**Supply network**

The bar under the picture is 20 µm long. Pins as bars on the die edge.
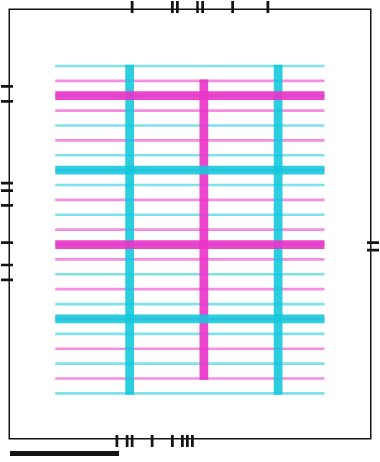
**Placed cells, one color a class**

The bar under the picture is 20 µm long.
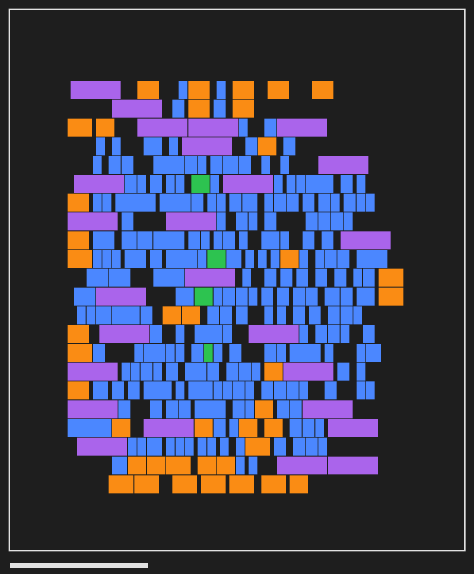
**Clock network drawn from the DEF**

The bar under the picture is 20 µm long.
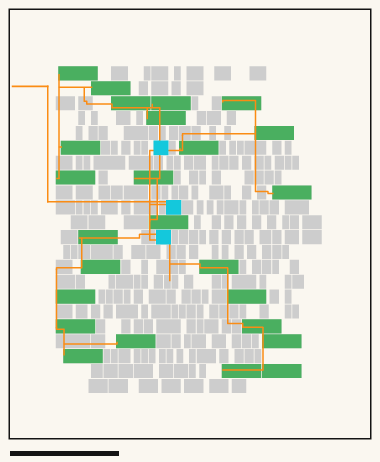
[src/rtl/ascii_encode_tx.sv]
// Encodes char / hex byte / line end / ESC clear requests into ASCII bytes for the UART TX.
// Optional macro ENCODE_FILTER_EN replaces non-printable chars with '.' and adds filt_hit.
module ascii_encode_tx #(
    parameter bit HEX_UPPER = 1'b0,
    parameter bit CR_ONLY   = 1'b0
) (
    input  logic       clk,
    input  logic       rst,
    input  logic       req_valid,
    input  logic [1:0] req_type,
    input  logic [7:0] req_data,
    output logic       req_ready,
    output logic [7:0] txData,
    output logic       txDataValid,
    input  logic       txReady,
`ifdef ENCODE_FILTER_EN
    output logic       filt_hit,
`endif
    output logic       busy
);

    // Handshakes: a request transfers on an edge where req_valid & req_ready,
    // a byte transfers on an edge where txDataValid & txReady; valid holds until then.
    typedef enum logic {IDLE, EMIT} state_t;

    state_t     state;
    logic [1:0] lat_type;
    logic [7:0] lat_data;
    logic [1:0] idx;
    logic [1:0] last;
    logic [7:0] acc_data;

    function automatic logic [7:0] hex_ascii(input logic [3:0] n);
        if (n < 4'd10)
            return {4'h3, n};
        return (HEX_UPPER ? 8'h41 : 8'h61) + {4'h0, n} - 8'd10;
    endfunction

    function automatic logic [7:0] seq_byte(input logic [1:0] t, input logic [7:0] d,
                                            input logic [1:0] i);
        logic [7:0] b;
        b = 8'h00;
        case (t)
            2'b00: b = d;
            2'b01: b = (i == 2'd0) ? hex_ascii(d[7:4]) : hex_ascii(d[3:0]);
            2'b10: b = (i == 2'd0) ? 8'h0D : 8'h0A;
            default: begin
                case (i)
                    2'd0:    b = 8'h1B;
                    2'd1:    b = 8'h5B;
                    2'd2:    b = 8'h32;
                    default: b = 8'h4A;
                endcase
            end
        endcase
        return b;
    endfunction

    function automatic logic [1:0] seq_last(input logic [1:0] t);
        logic [1:0] l;
        case (t)
            2'b00:   l = 2'd0;
            2'b01:   l = 2'd1;
            2'b10:   l = CR_ONLY ? 2'd0 : 2'd1;
            default: l = 2'd3;
        endcase
        return l;
    endfunction

`ifdef ENCODE_FILTER_EN
    logic replace;
    // Printable range plus CR and ESC pass; anything else becomes '.'.
    assign replace  = (req_type == 2'b00) &&
                      (req_data < 8'h20 || req_data > 8'h7E) &&
                      (req_data != 8'h0D) && (req_data != 8'h1B);
    assign acc_data = replace ? 8'h2E : req_data;
`else
    assign acc_data = req_data;
`endif

    always_ff @(posedge clk) begin
        if (rst) begin
            state       <= IDLE;
            req_ready   <= 1'b0;
            busy        <= 1'b0;
            txDataValid <= 1'b0;
            txData      <= 8'h00;
            idx         <= 2'd0;
            last        <= 2'd0;
            lat_type    <= 2'b00;
            lat_data    <= 8'h00;
`ifdef ENCODE_FILTER_EN
            filt_hit    <= 1'b0;
`endif
        end else begin
`ifdef ENCODE_FILTER_EN
            filt_hit <= 1'b0;
`endif
            case (state)
                IDLE: begin
                    if (req_valid && req_ready) begin
                        lat_type    <= req_type;
                        lat_data    <= acc_data;
                        idx         <= 2'd0;
                        last        <= seq_last(req_type);
                        txData      <= seq_byte(req_type, acc_data, 2'd0);
                        txDataValid <= 1'b1;
                        busy        <= 1'b1;
                        req_ready   <= 1'b0;
                        state       <= EMIT;
`ifdef ENCODE_FILTER_EN
                        filt_hit    <= replace;
`endif
                    end else begin
                        req_ready <= 1'b1;
                    end
                end
                default: begin
                    if (txReady) begin
                        if (idx == last) begin
                            state       <= IDLE;
                            txDataValid <= 1'b0;
                            busy        <= 1'b0;
                            req_ready   <= 1'b1;
                            idx         <= 2'd0;
                        end else begin
                            idx    <= idx + 2'd1;
                            txData <= seq_byte(lat_type, lat_data, idx + 2'd1);
                        end
                    end
                end
            endcase
        end
    end

endmodule

[config.mk]
export PLATFORM = sky130hd
export DESIGN_NAME = ascii_encode_tx
export DESIGN_NICKNAME = d
export VERILOG_FILES = /design/src/rtl/ascii_encode_tx.sv
export SDC_FILE = /design/constraint.sdc
export NUM_CORES = 1
export LEC_CHECK = 0
export ABC_AREA = 1
export CORE_ASPECT_RATIO = 1.25
export CORE_MARGIN = 8
export CORE_UTILIZATION = 54
export CTS_CLUSTER_SIZE = 40
export DETAILED_ROUTE_END_ITERATION = 10
export PLACE_DENSITY = 0.89
export SYNTH_ARGS = -nofsm -noshare
export SYNTH_HDL_FRONTEND = slang
export SYNTH_SLANG_ARGS = --single-unit
[constraint.sdc]
create_clock -name clk -period 1.8 [get_ports clk]
set_input_delay 0.54 -clock clk [delete_from_list [all_inputs] [get_ports clk]]
set_output_delay 0.54 -clock clk [all_outputs]
set_load 0.02 [all_outputs]
==> qor.yml <==
global_routing:
  grt_pass1_vias: 1829
  met3_usage_pct: 2.98
  busiest_layer: "met2"
  antenna_found_initial: 0
  grt_max_degree: 20
  grt-ovfl-total: 0
  grt_pass1_wl_um: 7760
  grt_util_met2_pct: 33.2
  use_met1_pct: 20.3
  grt_use_total_pct: 18.3
setup_path:
  crit_cells: 8
  worstReg2RegStart: "idx[1]"
  required_ns: 2.05
  crit_family: "buffers and inverters"
  r2r-end: "txData[1]"
  ff2ff_path_depth: 8
  cp_slowest_cell: "clkdlybuf4s50_1"
  cpMostUsedCell: "nor2_1"
  critPathBufInv: 2
  slowest_delay_ns: 0.48
  worst_setup_path_end_kind: "flop"
  critPathCapture: "txData[1]"
  cp_max_fo: 3
final_layout:
  regArea_um2: 500
  num-multi-input-gates: 184
  final_cells: 319
  signal_buffers: 40
  flops: 25
  finalNetCount: 306
  layout_top_cell: "nand2_1"
  clock_area_share_pct: 1.29
  clockBufferCount: 4
  nFillCells: 257
  layout_top_cells: "43 x nand2_1, 29 x a21oi_1, 29 x o21ai_0"
  buf_share_pct: 17.0
detailed_routing:
  drt_iter0_markers: 104
  viasPerCell: 5.71
  drt-pass1-iter-count: 5
  vias: 1822
  dr_wl_met2_um: 2390
  drcViolationCount: 0
  drt-wirelength-per-cell_um: 14.3
  wl_met3_um: 254
  postRouteAntennaNets: 0
power:
  seqPwrFrac_pct: 49.2
  sw_frac_of_total_pct: 35.1
  power.largest_group: "sequential cells"
  pg_clk_uw: 249
  comb_power_uw: 418
  cellLeakagePower_uw: 0.000915
  intPower_uw: 853
  ir_worst_vdd_uv: 449
  p_per_area_nw_per_um2: 644
hold_path:
  holdPathStages: 2
  min_to: "txData[6]"
  hold_start: "txData[6]"
  hold_class: "reg -> reg"
clock_tree:
  cts_buffers: 3
  cts_root_buffer: "clkbuf_4"
  cts_sinks: 25
  cts_resized: 11
  postCtsSetupBuffers: 0
  clk_latency_ns: 0.31
  postCtsHoldBufs: 0
  cts_tree: "yes"
  h-tree-depth: 1
  clockBufferDepth: 2
floorplanning:
  die_h_um: 78.2
  die_w_um: 65.8
  fp_util_pct: 56.8
  tap_cells: 36
  dieArea_um2: 5150
  io_pins: 25
final_timing:
  fin_crit_ns: 1.63
  holdWs_ns: 0.475
  finalCritPeriodShare_pct: 90.8
  tightest_slew_ns: 0.314
  finalSetupTns_ns: 0
  hold_viol: 0
  timing.final.ws_setup_ns: 0.166
  rsz0062_at_grt: "no"
  finalClockSkew_ns: 0.00597
  slew_headroom_pct: 79.1
yosys:
  syn_inst: 246
  netlist.area_leader.share_pct: 29.9
  simple_gate_area_share_pct: 30.4
  yosysUniqueCellTypes: 31
  ys_cells: 246
  synth.area.top_cells: "dfxtp_1 30%, nand2_1 9.6%, a21oi_1 8.7%, o21ai_0 8.7%, nand3_1 7.5%"
  ys_seq_share_pct: 29.9
  enable_flop_cells: 0
  avgSynthCellArea_um2: 6.80
  fp_nets: 268
  xor_share_pct: 1.05
  largest_area_cell: "dfxtp_1"
  adder_share_pct: 5.98
  top_cells_by_count: "43 x nand2_1, 29 x a21oi_1, 29 x o21ai_0"
  synthesis.area_um2: 1670
  synth.most_common_cell: "nand2_1"
  synth.logic.top_family: "simple AND/OR/NAND/NOR gates"
placement:
  pre_cts_ws_ns: -0.153
  io_buffers: 24
  placed_cells: 315
flow_run:
  maxCapViolations: 0
  warnings: 30
status:
  status: "completed"
## Picture notes: 'supply network'
VDD: marked magenta. VSS: marked cyan.
25 signal pins sit on the boundary. The core has 22 rows.

## Picture notes: 'placed cells, one color a class'
all other logic: marked blue, cells 214, share of their area 56%. flip-flops: marked purple, cells 25, share of their area 25%. clock drivers and dummy loads: marked green, cells 4, share of their area 1.3%. other buffers and delay cells: marked orange, cells 40, share of their area 17%.
post-route design area: 2040 µm²
flop share of the area: 24.5%
Placeable Area: 2950 µm²
utilization after layout: 69.3%
row count: 22

## Picture notes: 'clock network drawn from the DEF'
cells driving clock nets: marked cyan, count 3. flip-flops: marked green, count 25. clock wires: marked orange, length 302 µm.
There are 4 routed clock nets.

Power is estimated from default activity; no workload was simulated.
